`src/rtl/mem_port_arbiter.sv`:
```
`default_nettype none
// ============================================================================
// Module   : mem_port_arbiter
// Purpose  : Two-requester (CPU / DMA) round-robin arbiter in front of a single
//            memory/IO port. One transaction at a time: grant, hold strobes
//            until mem_ready_i, pulse the owner's ready, back to IDLE. A wait
//            counter aborts stuck transactions and sets a sticky error flag.
// Ports    : clk_i, reset_ni (async, active-low)
//            cpu_req_i/we_i/addr_i/wdata_i -> cpu_ready_o/cpu_rdata_o
//            dma_req_i/we_i/addr_i/wdata_i -> dma_ready_o/dma_rdata_o
//            mem_rd_o/mem_wr_o/mem_addr_o/mem_wdata_o <- mem_ready_i/mem_rdata_i
//            grant_o (00 none, 01 CPU, 10 DMA), timeout_err_o, state_out_o
// Revision : 1.0 - initial release
// ============================================================================
module mem_port_arbiter #(
  parameter int TIMEOUT = 255
) (
  input  logic        clk_i,
  input  logic        reset_ni,
  input  logic        cpu_req_i,
  input  logic        cpu_we_i,
  input  logic [31:0] cpu_addr_i,
  input  logic [31:0] cpu_wdata_i,
  output logic        cpu_ready_o,
  output logic [31:0] cpu_rdata_o,
  input  logic        dma_req_i,
  input  logic        dma_we_i,
  input  logic [31:0] dma_addr_i,
  input  logic [31:0] dma_wdata_i,
  output logic        dma_ready_o,
  output logic [31:0] dma_rdata_o,
  output logic        mem_rd_o,
  output logic        mem_wr_o,
  output logic [31:0] mem_addr_o,
  output logic [31:0] mem_wdata_o,
  input  logic        mem_ready_i,
  input  logic [31:0] mem_rdata_i,
  output logic [1:0]  grant_o,
  output logic        timeout_err_o,
  output logic [1:0]  state_out_o
);

  localparam int CW = (TIMEOUT < 1) ? 1 : $clog2(TIMEOUT + 1);
  localparam logic [CW-1:0] C_TIMEOUT = CW'(TIMEOUT);

  typedef enum logic [1:0] {
    S_IDLE = 2'b00,
    S_CPU  = 2'b01,
    S_DMA  = 2'b10,
    S_BAD  = 2'b11
  } state_t;

  state_t        state_q, state_d;
  logic          last_dma_q, last_dma_d;   // 1: DMA was granted last
  logic [CW-1:0] cnt_q, cnt_d;
  logic          rd_q, rd_d, wr_q, wr_d;
  logic [31:0]   addr_q, addr_d, wdata_q, wdata_d;
  logic          cpu_ready_q, cpu_ready_d, dma_ready_q, dma_ready_d;
  logic [31:0]   cpu_rdata_q, cpu_rdata_d, dma_rdata_q, dma_rdata_d;
  logic          err_q, err_d;
  logic [CW-1:0] cnt_inc;
  logic          cpu_wins;

  assign cnt_inc  = cnt_q + 1'b1;
  // CPU wins when alone, or on a tie when DMA owned the port last.
  assign cpu_wins = cpu_req_i && (!dma_req_i || last_dma_q);

  always_comb begin
    state_d     = state_q;
    last_dma_d  = last_dma_q;
    cnt_d       = cnt_q;
    rd_d        = rd_q;
    wr_d        = wr_q;
    addr_d      = addr_q;
    wdata_d     = wdata_q;
    cpu_ready_d = 1'b0;
    dma_ready_d = 1'b0;
    cpu_rdata_d = cpu_rdata_q;
    dma_rdata_d = dma_rdata_q;
    err_d       = err_q;

    case (state_q)
      S_IDLE: begin
        cnt_d = '0;
        if (cpu_wins) begin
          state_d    = S_CPU;
          last_dma_d = 1'b0;
          rd_d       = !cpu_we_i;
          wr_d       = cpu_we_i;
          addr_d     = cpu_addr_i;
          wdata_d    = cpu_wdata_i;
        end else if (dma_req_i) begin
          state_d    = S_DMA;
          last_dma_d = 1'b1;
          rd_d       = !dma_we_i;
          wr_d       = dma_we_i;
          addr_d     = dma_addr_i;
          wdata_d    = dma_wdata_i;
        end
      end

      S_CPU, S_DMA: begin
        if (mem_ready_i) begin
          // Normal completion beats a timeout landing on the same edge.
          state_d = S_IDLE;
          rd_d    = 1'b0;
          wr_d    = 1'b0;
          if (state_q == S_CPU) begin
            cpu_ready_d = 1'b1;
            if (rd_q) cpu_rdata_d = mem_rdata_i;
          end else begin
            dma_ready_d = 1'b1;
            if (rd_q) dma_rdata_d = mem_rdata_i;
          end
        end else if (cnt_inc == C_TIMEOUT) begin
          state_d = S_IDLE;
          rd_d    = 1'b0;
          wr_d    = 1'b0;
          err_d   = 1'b1;
          if (state_q == S_CPU) begin
            cpu_ready_d = 1'b1;
            cpu_rdata_d = 32'h0000_0000;
          end else begin
            dma_ready_d = 1'b1;
            dma_rdata_d = 32'h0000_0000;
          end
        end else begin
          cnt_d = cnt_inc;
        end
      end

      default: begin
        state_d = S_IDLE;
        rd_d    = 1'b0;
        wr_d    = 1'b0;
      end
    endcase
  end

  always_ff @(posedge clk_i or negedge reset_ni) begin
    if (!reset_ni) begin
      state_q     <= S_IDLE;
      last_dma_q  <= 1'b1;
      cnt_q       <= '0;
      rd_q        <= 1'b0;
      wr_q        <= 1'b0;
      addr_q      <= 32'h0;
      wdata_q     <= 32'h0;
      cpu_ready_q <= 1'b0;
      dma_ready_q <= 1'b0;
      cpu_rdata_q <= 32'h0;
      dma_rdata_q <= 32'h0;
      err_q       <= 1'b0;
    end else begin
      state_q     <= state_d;
      last_dma_q  <= last_dma_d;
      cnt_q       <= cnt_d;
      rd_q        <= rd_d;
      wr_q        <= wr_d;
      addr_q      <= addr_d;
      wdata_q     <= wdata_d;
      cpu_ready_q <= cpu_ready_d;
      dma_ready_q <= dma_ready_d;
      cpu_rdata_q <= cpu_rdata_d;
      dma_rdata_q <= dma_rdata_d;
      err_q       <= err_d;
    end
  end

  assign cpu_ready_o   = cpu_ready_q;
  assign dma_ready_o   = dma_ready_q;
  assign cpu_rdata_o   = cpu_rdata_q;
  assign dma_rdata_o   = dma_rdata_q;
  assign mem_rd_o      = rd_q;
  assign mem_wr_o      = wr_q;
  assign mem_addr_o    = addr_q;
  assign mem_wdata_o   = wdata_q;
  assign timeout_err_o = err_q;
  assign state_out_o   = state_q;
  assign grant_o       = (state_q == S_CPU) ? 2'b01 :
                         (state_q == S_DMA) ? 2'b10 : 2'b00;

endmodule
`default_nettype wire

```
`config.mk`:
```
export PLATFORM = sky130hd
export DESIGN_NAME = mem_port_arbiter
export DESIGN_NICKNAME = d
export VERILOG_FILES = /design/src/rtl/mem_port_arbiter.sv
export SDC_FILE = /design/constraint.sdc
export NUM_CORES = 1
export LEC_CHECK = 0
export ABC_AREA = 1
export CORE_ASPECT_RATIO = 0.8
export CORE_MARGIN = 3
export CORE_UTILIZATION = 35
export DETAILED_ROUTE_END_ITERATION = 10
export GPL_TIMING_DRIVEN = 0
export PLACE_DENSITY = 0.71
export SYNTH_ARGS = -nofsm -noshare
export SYNTH_HDL_FRONTEND = slang
export SYNTH_SLANG_ARGS = --single-unit
```
`constraint.sdc`:
```
create_clock -name clk_i -period 3.3 [get_ports clk_i]
set_clock_uncertainty 0.15 [all_clocks]
set_input_delay 0.33 -clock clk_i [delete_from_list [all_inputs] [get_ports clk_i]]
set_output_delay 0.33 -clock clk_i [all_outputs]
set_load 0.01 [all_outputs]
```
Fig. 1: selected gate families
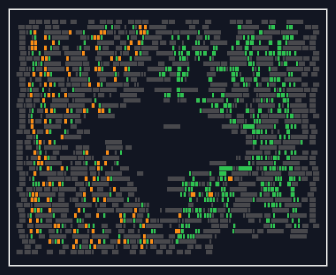
| colour | family | cells | most used |
|---|---|---|---|
| orange | aoi and oai cells | 133 | o21ai_0 |
| green | nand cells | 420 | nand2_1 |
most numerous logic cell after layout: nand2_1
Comb area share: 24.8%
final std cells w/o fill: 1,489

Fig. 2: metal 2
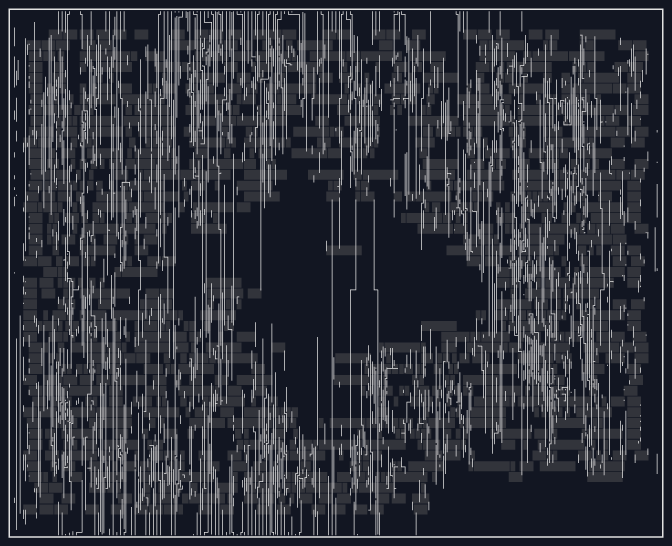
share of all routed wire: 48%
longest straight run: 84.5 um
wire length on this layer: 11,200 um
met2 GRT Util: 35.1%
via count: 7,003

==> impl_metrics.yaml <==
# synthesis and place-and-route metrics
status:
  status: "completed"
pwr:
  seq_power_uw: 2920
  p_switching_uw: 3240
  power.group.top: "combinational cells"
  pwr-share-comb_pct: 44.8
  p_seq_share_pct: 33.5
  clkPwrFrac_pct: 21.7
  leakage_uw: 0.00540
  pg_clk_uw: 1900
  peakVddDrop_mv: 0.346
route:
  dr.pass1.iters: 5
  wl_mm: 23.3
  wl_per_cell_um: 15.7
  met1_length_mm: 9.79
  wl_met3_mm: 2.04
  highest-signal-layer: "met4"
  drtIter0Drc: 444
  ant_nets: 0
  vias_per_cell: 4.70
die:
  fp-utilization_pct: 36.3
  die_h_um: 133
  row_count: 45
  die_area_sq_mm: 0.0218
  die_w_um: 164
  taps: 258
  core_area_sq_mm: 0.0193
setup_path:
  worst-path-stages: 8
  start_kind: "input pin"
  worstPathArrival_ns: 2.77
  cpPeakStageDelay_ns: 0.60
  worstRegToRegCells: 6
  path_class: "in2reg"
  crit_start: "dma_req_i"
  crit_fanout: 10
  timing.rr.start: "last_dma_q"
  r2r_slack_ns: 0.72
  r2r_end: "mem_addr_o[0]"
  crit_end: "mem_addr_o[0]"
  crit_path_cell_trace: "clkdlybuf4s50_1 -> inv_1 -> o21ai_2 -> clkbuf_1 -> clkbuf_1 -> nand2_1 -> o21ai_0 -> o21ai_0"
global_routing:
  use_met1_pct: 26.9
  grt_overflow_total: 0
  grtUsageMet3_pct: 6.38
clock_tree:
  cts_buffer_depth: 2
  ctsHtreeMaxLevel: 4
  cts.sink_count: 144
  cts_resized: 0
  root_buffer: "clkbuf_16"
  post_cts_buffers: 0
min_path:
  min_to: "dma_rdata_o[3]"
  min_path_type: "reg2reg"
synthesis:
  synth_area_per_cell_sq_um: 7.85
  netlist-cell-type-count: 29
  yosysSeqAreaShare_pct: 51.4
  fp_nets: 1067
  ff_type: "dfrtp_1"
  simple_gate_area_share_pct: 27.8
  synthCells: 894
  yosysWarnings: 0
  ys_async_sr_fraction_pct: 100
  post_synth_main_area_contributors: "dfrtp_1 51%, nand2_1 17%, o21ai_0 9.1%, inv_1 5.8%, nand4_1 5.7%"
  mux_area_share_pct: 0.143
  synth-edff-count: 0
  largest_area_cell: "dfrtp_1"
  synth_top_cell_by_count: "nand2_1"
  yosysTopAreaCellShare_pct: 51.0
  ys_sh_aoi_pct: 9.64
  synth_area_sq_mm: 0.00702
  adder_share_pct: 1.07
  common_cells: "314 x nand2_1, 143 x dfrtp_1, 128 x o21ai_0"
  yosysChipArea_sq_mm: 0.00702
timing:
  finalCritPeriodShare_pct: 79.6
  tightest_slew_ns: 0.713
  rsz0062_at_grt: "no"
  setup_slack_ns: 0.672
  final_max_slew_viol_count: 0
  finalHoldViolCount: 0
  slew_headroom_pct: 52.5
finish:
  nets: 1391
  largest_class: "sequential cells"
  final_cell_area_sq_mm: 0.0110
  combGateArea_sq_mm: 0.00272
  sh_seq_area_pct: 32.8
  area_growth_pct: 56.7
  fillers: 1789
  design.seq.count: 144
  nMultiInputCombCells: 582
  n_all_inverters: 110
  final-clk-cell-share_pct: 5.31
  diodes: 0
  post-route-util_pct: 56.9
  seq_area_sq_mm: 0.00360
  nNonClkBuffers: 363
run:
  openroad.warnings: 30
placed_design:
  dp_cells: 1456
  place.gp.congestion: 0.867
  dpl-instance-area_sq_mm: 0.0104
Power is estimated from default activity; no workload was simulated.
